Fig. 1: run 1, met2 routing
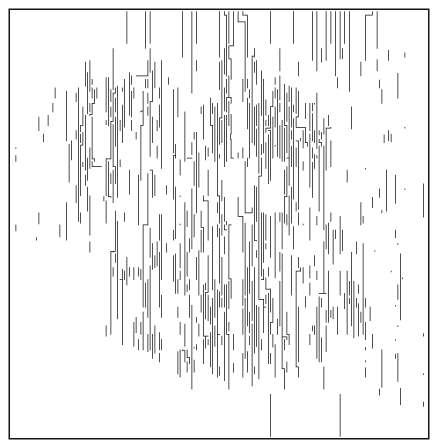
Fig. 2: run 1, M3 wires
Bar = 20 um.
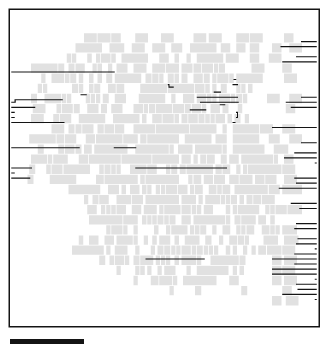
Fig. 3: run 1, M1 wires
Supply wires on this layer in grey.
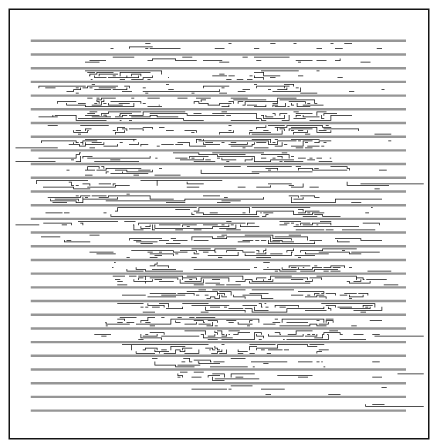
Fig. 4: run 1, clock nets
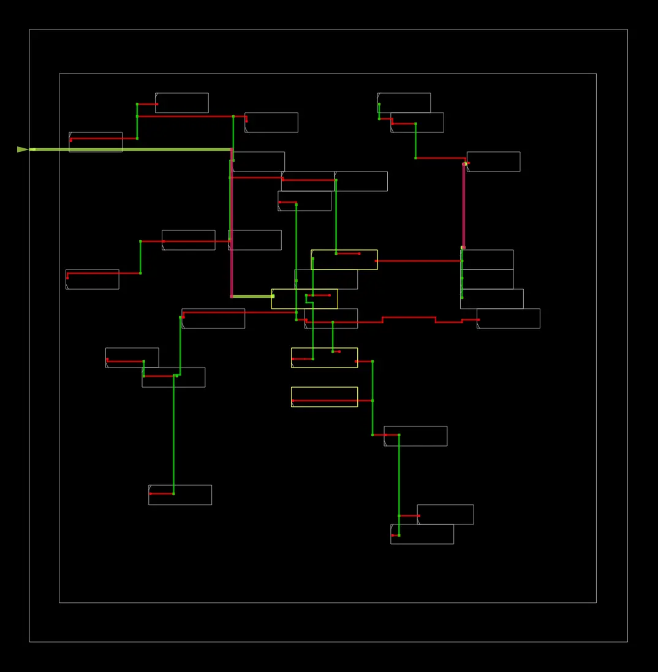
[config.mk]
export PLATFORM = sky130hd
export DESIGN_NAME = ram_fifo_ctrl_flat
export DESIGN_NICKNAME = d
export VERILOG_FILES = /design/src/rtl/ram_fifo_ctrl_if.sv /design/src/rtl/ram_fifo_ctrl.sv /design/src/flat_wrapper.sv
export SDC_FILE = /design/constraint.sdc
export NUM_CORES = 1
export LEC_CHECK = 0
export ABC_AREA = 1
export CAP_MARGIN = 5
export CORE_AREA = 4 4 79 81
export CTS_BUF_LIST = sky130_fd_sc_hd__clkbuf_16
export DETAILED_ROUTE_END_ITERATION = 16
export DIE_AREA = 0 0 83 85
export GPL_TIMING_DRIVEN = 0
export PLACE_DENSITY = 0.72
export SKIP_LAST_GASP = 1
export SLEW_MARGIN = 20
export SYNTH_ARGS = -nofsm -noshare
export SYNTH_HDL_FRONTEND = slang
export SYNTH_SLANG_ARGS = --single-unit
[constraint.sdc]
create_clock -name clk -period 2.3 [get_ports clk]
set_input_delay 0.46 -clock clk [delete_from_list [all_inputs] [get_ports clk]]
set_output_delay 0.46 -clock clk [all_outputs]
set_load 0.05 [all_outputs]
[src/rtl/ram_fifo_ctrl_if.sv]
// Push and pop stream handshakes of the RAM-backed FIFO controller.
// The slave modport is the controller side; master is the producer/consumer side.
interface ram_fifo_ctrl_if #(
  parameter int unsigned DATA_WIDTH = 8
) ();
  logic                  inValid;
  logic                  inReady;
  logic [DATA_WIDTH-1:0] inData;
  logic                  outValid;
  logic                  outReady;
  logic [DATA_WIDTH-1:0] outData;

  modport slave (
    input  inValid,
    input  inData,
    input  outReady,
    output inReady,
    output outValid,
    output outData
  );

  modport master (
    output inValid,
    output inData,
    output outReady,
    input  inReady,
    input  outValid,
    input  outData
  );
endinterface

[src/rtl/ram_fifo_ctrl.sv]
// First-word-fall-through FIFO controller around an external dual-port RAM with a
// 1-cycle registered, rdEn-gated read port; the RAM dout register is the output stage.
module ram_fifo_ctrl #(
  parameter int unsigned ADDRESS_WIDTH = 8,
  parameter int unsigned DATA_WIDTH    = 8,
  parameter int unsigned AFULL_LEVEL   = 2 ** ADDRESS_WIDTH - 4
) (
  input  logic                     clk,
  input  logic                     rst,
  input  logic                     flush,
  ram_fifo_ctrl_if.slave           bus,
  output logic                     ramWrEn,
  output logic [ADDRESS_WIDTH-1:0] ramWrAddr,
  output logic [DATA_WIDTH-1:0]    ramDin,
  output logic                     ramRdEn,
  output logic [ADDRESS_WIDTH-1:0] ramRdAddr,
  input  logic [DATA_WIDTH-1:0]    ramDout,
  output logic [ADDRESS_WIDTH:0]   level,
  output logic                     almostFull,
  output logic                     empty
);

  localparam int unsigned            DEPTH     = 2 ** ADDRESS_WIDTH;
  localparam logic [ADDRESS_WIDTH:0] CountFull = (ADDRESS_WIDTH + 1)'(DEPTH);

  logic [ADDRESS_WIDTH-1:0] wr_ptr_q, wr_ptr_d;
  logic [ADDRESS_WIDTH-1:0] rd_ptr_q, rd_ptr_d;
  logic [ADDRESS_WIDTH:0]   ram_count_q, ram_count_d;
  logic                     out_valid_q, out_valid_d;

  logic clear;
  logic push;
  logic pop;
  logic issue;

  // Handshakes are masked while clearing so the RAM sees no traffic in that cycle.
  always_comb begin
    clear = !rst || flush;
    push  = bus.inValid && bus.inReady && !clear;
    pop   = out_valid_q && bus.outReady;
    issue = (ram_count_q != '0) && (!out_valid_q || bus.outReady) && !clear;
  end

  always_comb begin
    wr_ptr_d    = push  ? wr_ptr_q + ADDRESS_WIDTH'(1) : wr_ptr_q;
    rd_ptr_d    = issue ? rd_ptr_q + ADDRESS_WIDTH'(1) : rd_ptr_q;
    out_valid_d = issue ? 1'b1 : (pop ? 1'b0 : out_valid_q);
    ram_count_d = ram_count_q;
    case ({push, issue})
      2'b10:   ram_count_d = ram_count_q + (ADDRESS_WIDTH + 1)'(1);
      2'b01:   ram_count_d = ram_count_q - (ADDRESS_WIDTH + 1)'(1);
      default: ram_count_d = ram_count_q;
    endcase
  end

  always_ff @(posedge clk) begin
    if (clear) begin
      wr_ptr_q    <= '0;
      rd_ptr_q    <= '0;
      ram_count_q <= '0;
      out_valid_q <= 1'b0;
    end else begin
      wr_ptr_q    <= wr_ptr_d;
      rd_ptr_q    <= rd_ptr_d;
      ram_count_q <= ram_count_d;
      out_valid_q <= out_valid_d;
    end
  end

  // inReady looks only at the RAM occupancy, never at outReady.
  assign bus.inReady  = (ram_count_q != CountFull);
  assign bus.outValid = out_valid_q;
  assign bus.outData  = ramDout;

  assign ramWrEn   = push;
  assign ramWrAddr = wr_ptr_q;
  assign ramDin    = bus.inData;
  assign ramRdEn   = issue;
  assign ramRdAddr = rd_ptr_q;

  assign level      = ram_count_q + (ADDRESS_WIDTH + 1)'(out_valid_q);
  assign almostFull = 32'(level) >= AFULL_LEVEL;
  assign empty      = (level == '0);

endmodule

[src/flat_wrapper.sv]
// flat-port wrapper written by rule: the top's interface ports become plain ports
module ram_fifo_ctrl_flat 
#(
  parameter int unsigned ADDRESS_WIDTH = 8,
  parameter int unsigned DATA_WIDTH    = 8,
  parameter int unsigned AFULL_LEVEL   = 2 ** ADDRESS_WIDTH - 4
)
  (clk, rst, flush, ramWrEn, ramWrAddr, ramDin, ramRdEn, ramRdAddr, ramDout, level, almostFull, empty, bus_inValid, bus_inData, bus_outReady, bus_inReady, bus_outValid, bus_outData);
  ram_fifo_ctrl_if #(.DATA_WIDTH(DATA_WIDTH)) bus_i ();
  input  logic clk;
  input  logic rst;
  input  logic flush;
  output logic ramWrEn;
  output logic [ADDRESS_WIDTH-1:0] ramWrAddr;
  output logic [DATA_WIDTH-1:0] ramDin;
  output logic ramRdEn;
  output logic [ADDRESS_WIDTH-1:0] ramRdAddr;
  input  logic [DATA_WIDTH-1:0] ramDout;
  output logic [ADDRESS_WIDTH:0] level;
  output logic almostFull;
  output logic empty;
  input wire logic [$bits(bus_i.inValid)-1:0] bus_inValid;
  input wire logic [$bits(bus_i.inData)-1:0] bus_inData;
  input wire logic [$bits(bus_i.outReady)-1:0] bus_outReady;
  output wire logic [$bits(bus_i.inReady)-1:0] bus_inReady;
  output wire logic [$bits(bus_i.outValid)-1:0] bus_outValid;
  output wire logic [$bits(bus_i.outData)-1:0] bus_outData;
  assign bus_i.inValid = bus_inValid;
  assign bus_i.inData = bus_inData;
  assign bus_i.outReady = bus_outReady;
  assign bus_inReady = bus_i.inReady;
  assign bus_outValid = bus_i.outValid;
  assign bus_outData = bus_i.outData;
  ram_fifo_ctrl #(.ADDRESS_WIDTH(ADDRESS_WIDTH), .DATA_WIDTH(DATA_WIDTH), .AFULL_LEVEL(AFULL_LEVEL)) u_core (.clk(clk), .rst(rst), .flush(flush), .bus(bus_i), .ramWrEn(ramWrEn), .ramWrAddr(ramWrAddr), .ramDin(ramDin), .ramRdEn(ramRdEn), .ramRdAddr(ramRdAddr), .ramDout(ramDout), .level(level), .almostFull(almostFull), .empty(empty));
endmodule
==> results.json, run 1 <==
{
  "p_clk_share_pct": 29.6,
  "inv_count": 47,
  "worstReg2RegEnd": "u_core.ram_count_q[6]",
  "yosysTopAreaCellShare_pct": 24.0,
  "antenna_found_initial": 0,
  "nNonClkBuffers": 99,
  "grt_setup_unrepaired": "true",
  "ys_sh_xor_pct": 4.04,
  "worstPathBufferInverterCount": 3,
  "cp_data_required_time_ps": 1840,
  "comb-cell-share_pct": 46.3,
  "clock_path_buffers": 2,
  "synth.net_count": 360,
  "crit_chain": "ha_4, ha_4, nand2_2, nor2_4, buf_4, nand4_1, nand2_2, inv_1, nand2_1, nor2_4, buf_8",
  "finalInstanceArea_sq_um": 3350,
  "htreeDepth": 1,
  "fin_nets": 445,
  "viasPerCell": 4.79,
  "dpl.hpwl_um": 3920,
  "boundaryPins": 68,
  "slew_viol_final": 0,
  "dp_cells": 449,
  "status": "complete, no violations",
  "cts_buffers": 3,
  "synthArstFlopShare_pct": 0,
  "power.internal_uw": 1020,
  "r2r-start": "u_core.ram_count_q[3]",
  "max_freq_mhz": 436,
  "sh_seq_area_pct": 16.5,
  "start_kind": "flip-flop",
  "crit_path_top_delay_cell": "dfxtp_4",
  "grt_max_degree": 16,
  "cts_setup_buffers": 14,
  "pwr-share-comb_pct": 40.3,
  "grt_pass1_vias": 2194,
  "regMostFlops": "u_core.ram_count_q",
  "grt_usage_pct": 15.3,
  "powerComb_uw": 652,
  "r2r_cells": 17,
  "diodes": 0,
  "first_pass_iters": 4,
  "seq_cell_power_uw": 488,
  "synth_cell_types": 30,
  "end_kind": "primary output",
  "synth_flops": 26,
  "ys.warnings.count": 0,
  "gr-usage-met2_pct": 27.4,
  "grt_pass1_wl_um": 9430,
  "cts_tree": "done",
  "maxPowerGroup": "combinational cells",
  "ant_nets": 0,
  "largest_reg_flops": 9,
  "finalHoldViolCount": 0,
  "worstSetupPathType": "reg -> out",
  "gp_congestion": 0.831,
  "nMultiInputCombCells": 234,
  "yosys_most_used_dff": "dfxtp_1",
  "critPathMaxFanout": 4,
  "power_density_nw_per_um2": 484,
  "wl_met3_um": 368,
  "postLayoutSetupSlackWorst_ps": 4.75,
  "logic_family": "simple AND/OR/NAND/NOR gates",
  "power_frac_seq_pct": 30.1,
  "edf_count": 0,
  "grt.busiest_layer": "met2",
  "worstHoldStart": "u_core.ramRdAddr[5]",
  "fp.dieW_um": 83,
  "core_sq_um": 5470,
  "clock_buffers": 4,
  "fin_util_pct": 61.2
}
Back to the opening pictures, Fig. 1:
main direction = vertical
wire length on this layer = 2810 um
longest straight run = 26.5 um
WL final: 5800 um
Via Count: 2309

Back to the opening pictures, Fig. 2:
longest straight run = 27.6 um
share of all routed wire = 6.4%
wire length on this layer = 369 um
main direction = horizontal
met3 Resource Use GR: 3.01%

Back to the opening pictures, Fig. 3:
main direction = horizontal
longest straight run = 29.4 um
met1 Use GR: 18.8%

Back to the opening pictures, Fig. 4:
clock network power: 479 uW
clock sinks: 26
Skew-Pair Late Insertion Delay: 260 ps
Layout Skew: 3.46 ps
registers: 26

Fig. 5: run 1, gate-type map
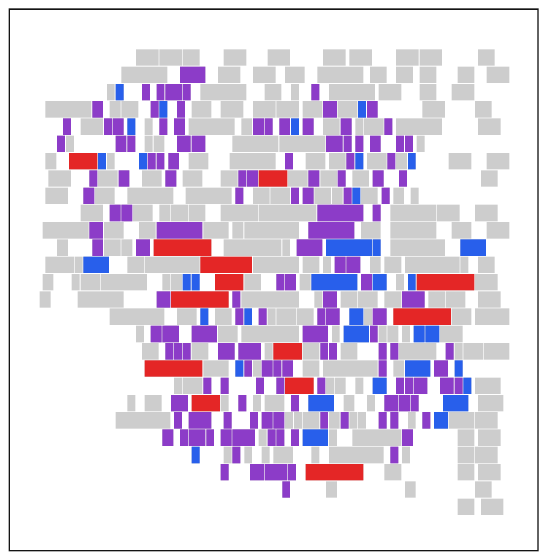

## Run 2: what changed since run 1
Clock period 2.3 ns to 2.1 ns, I/O delays scaled along.
Fig. 6: run 2, gate-type map
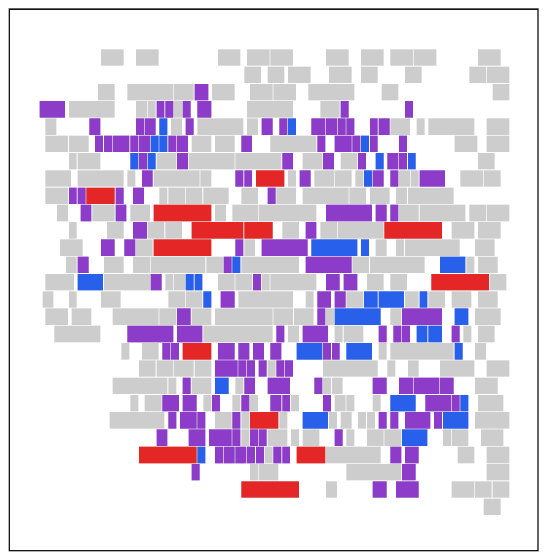
purple -> nand cells  # cells 143, most used nand2_1
red -> fa/ha/maj cells  # cells 13
blue -> nor cells  # cells 35, most used nor2_1
fin cells: 485
Top cell excl fill/tap: nand2_1
Comb area share: 46.9%

==> results.json, run 2 <==
{
  "status": "complete, but fails checks",
  "violations": "negative setup slack",
  "end_kind": "flip-flop",
  "worstSetupPathType": "reg -> reg",
  "nNonClkBuffers": 102,
  "ys.warnings.count": 0,
  "grt_setup_unrepaired": "true",
  "postLayoutSetupSlackWorst_ps": -135,
  "regMostFlops": "u_core.ram_count_q",
  "critPathMaxFanout": 6,
  "ys_sh_xor_pct": 4.04,
  "inv_count": 47,
  "fin_util_pct": 63.3,
  "drt-total-wl_um": 6040,
  "power.internal_uw": 1210,
  "boundaryPins": 68,
  "viasPerCell": 4.86,
  "pwr-share-comb_pct": 41.3,
  "slew_viol_final": 0,
  "synth.net_count": 360,
  "power_density_nw_per_um2": 538,
  "nMultiInputCombCells": 234,
  "sh_seq_area_pct": 16.0,
  "finalHoldViolCount": 0,
  "yosys_most_used_dff": "dfxtp_1",
  "grt_util_met1_pct": 18.8,
  "cts_buffers": 3,
  "ant_nets": 0,
  "grt_pass1_vias": 2203,
  "crit_path_top_delay_cell": "dfxtp_4",
  "grt_usage_pct": 16.1,
  "cts_setup_buffers": 23,
  "max_freq_mhz": 447,
  "finalInstanceArea_sq_um": 3470,
  "power_clock_uw": 564,
  "worstPathBufferInverterCount": 3,
  "fp.dieW_um": 83,
  "cts_tree": "done",
  "wl_met3_um": 493,
  "clock_buffers": 3,
  "report.final.setup_viol": 8,
  "worstHoldStart": "u_core.ramWrAddr[5]",
  "fin_nets": 448,
  "htreeDepth": 1,
  "p_clk_share_pct": 30.3,
  "worstReg2RegEnd": "u_core.ram_count_q[6]",
  "logic_family": "simple AND/OR/NAND/NOR gates",
  "cp_data_required_time_ps": 2260,
  "flops": 26,
  "finClkSkew_ps": 3.78,
  "largest_reg_flops": 9,
  "synth_cell_types": 30,
  "dpl.hpwl_um": 3950,
  "start_kind": "flip-flop",
  "grt_max_degree": 16,
  "use_met3_pct": 4.37,
  "edf_count": 0,
  "antenna_found_initial": 0,
  "yosysTopAreaCellShare_pct": 24.0,
  "r2r_cells": 16,
  "grt_pass1_wl_um": 9660,
  "grt.busiest_layer": "met2",
  "core_sq_um": 5470,
  "dr_total_vias": 2357
}
Power figures rest on the tool's default switching activity, not on a simulated workload.
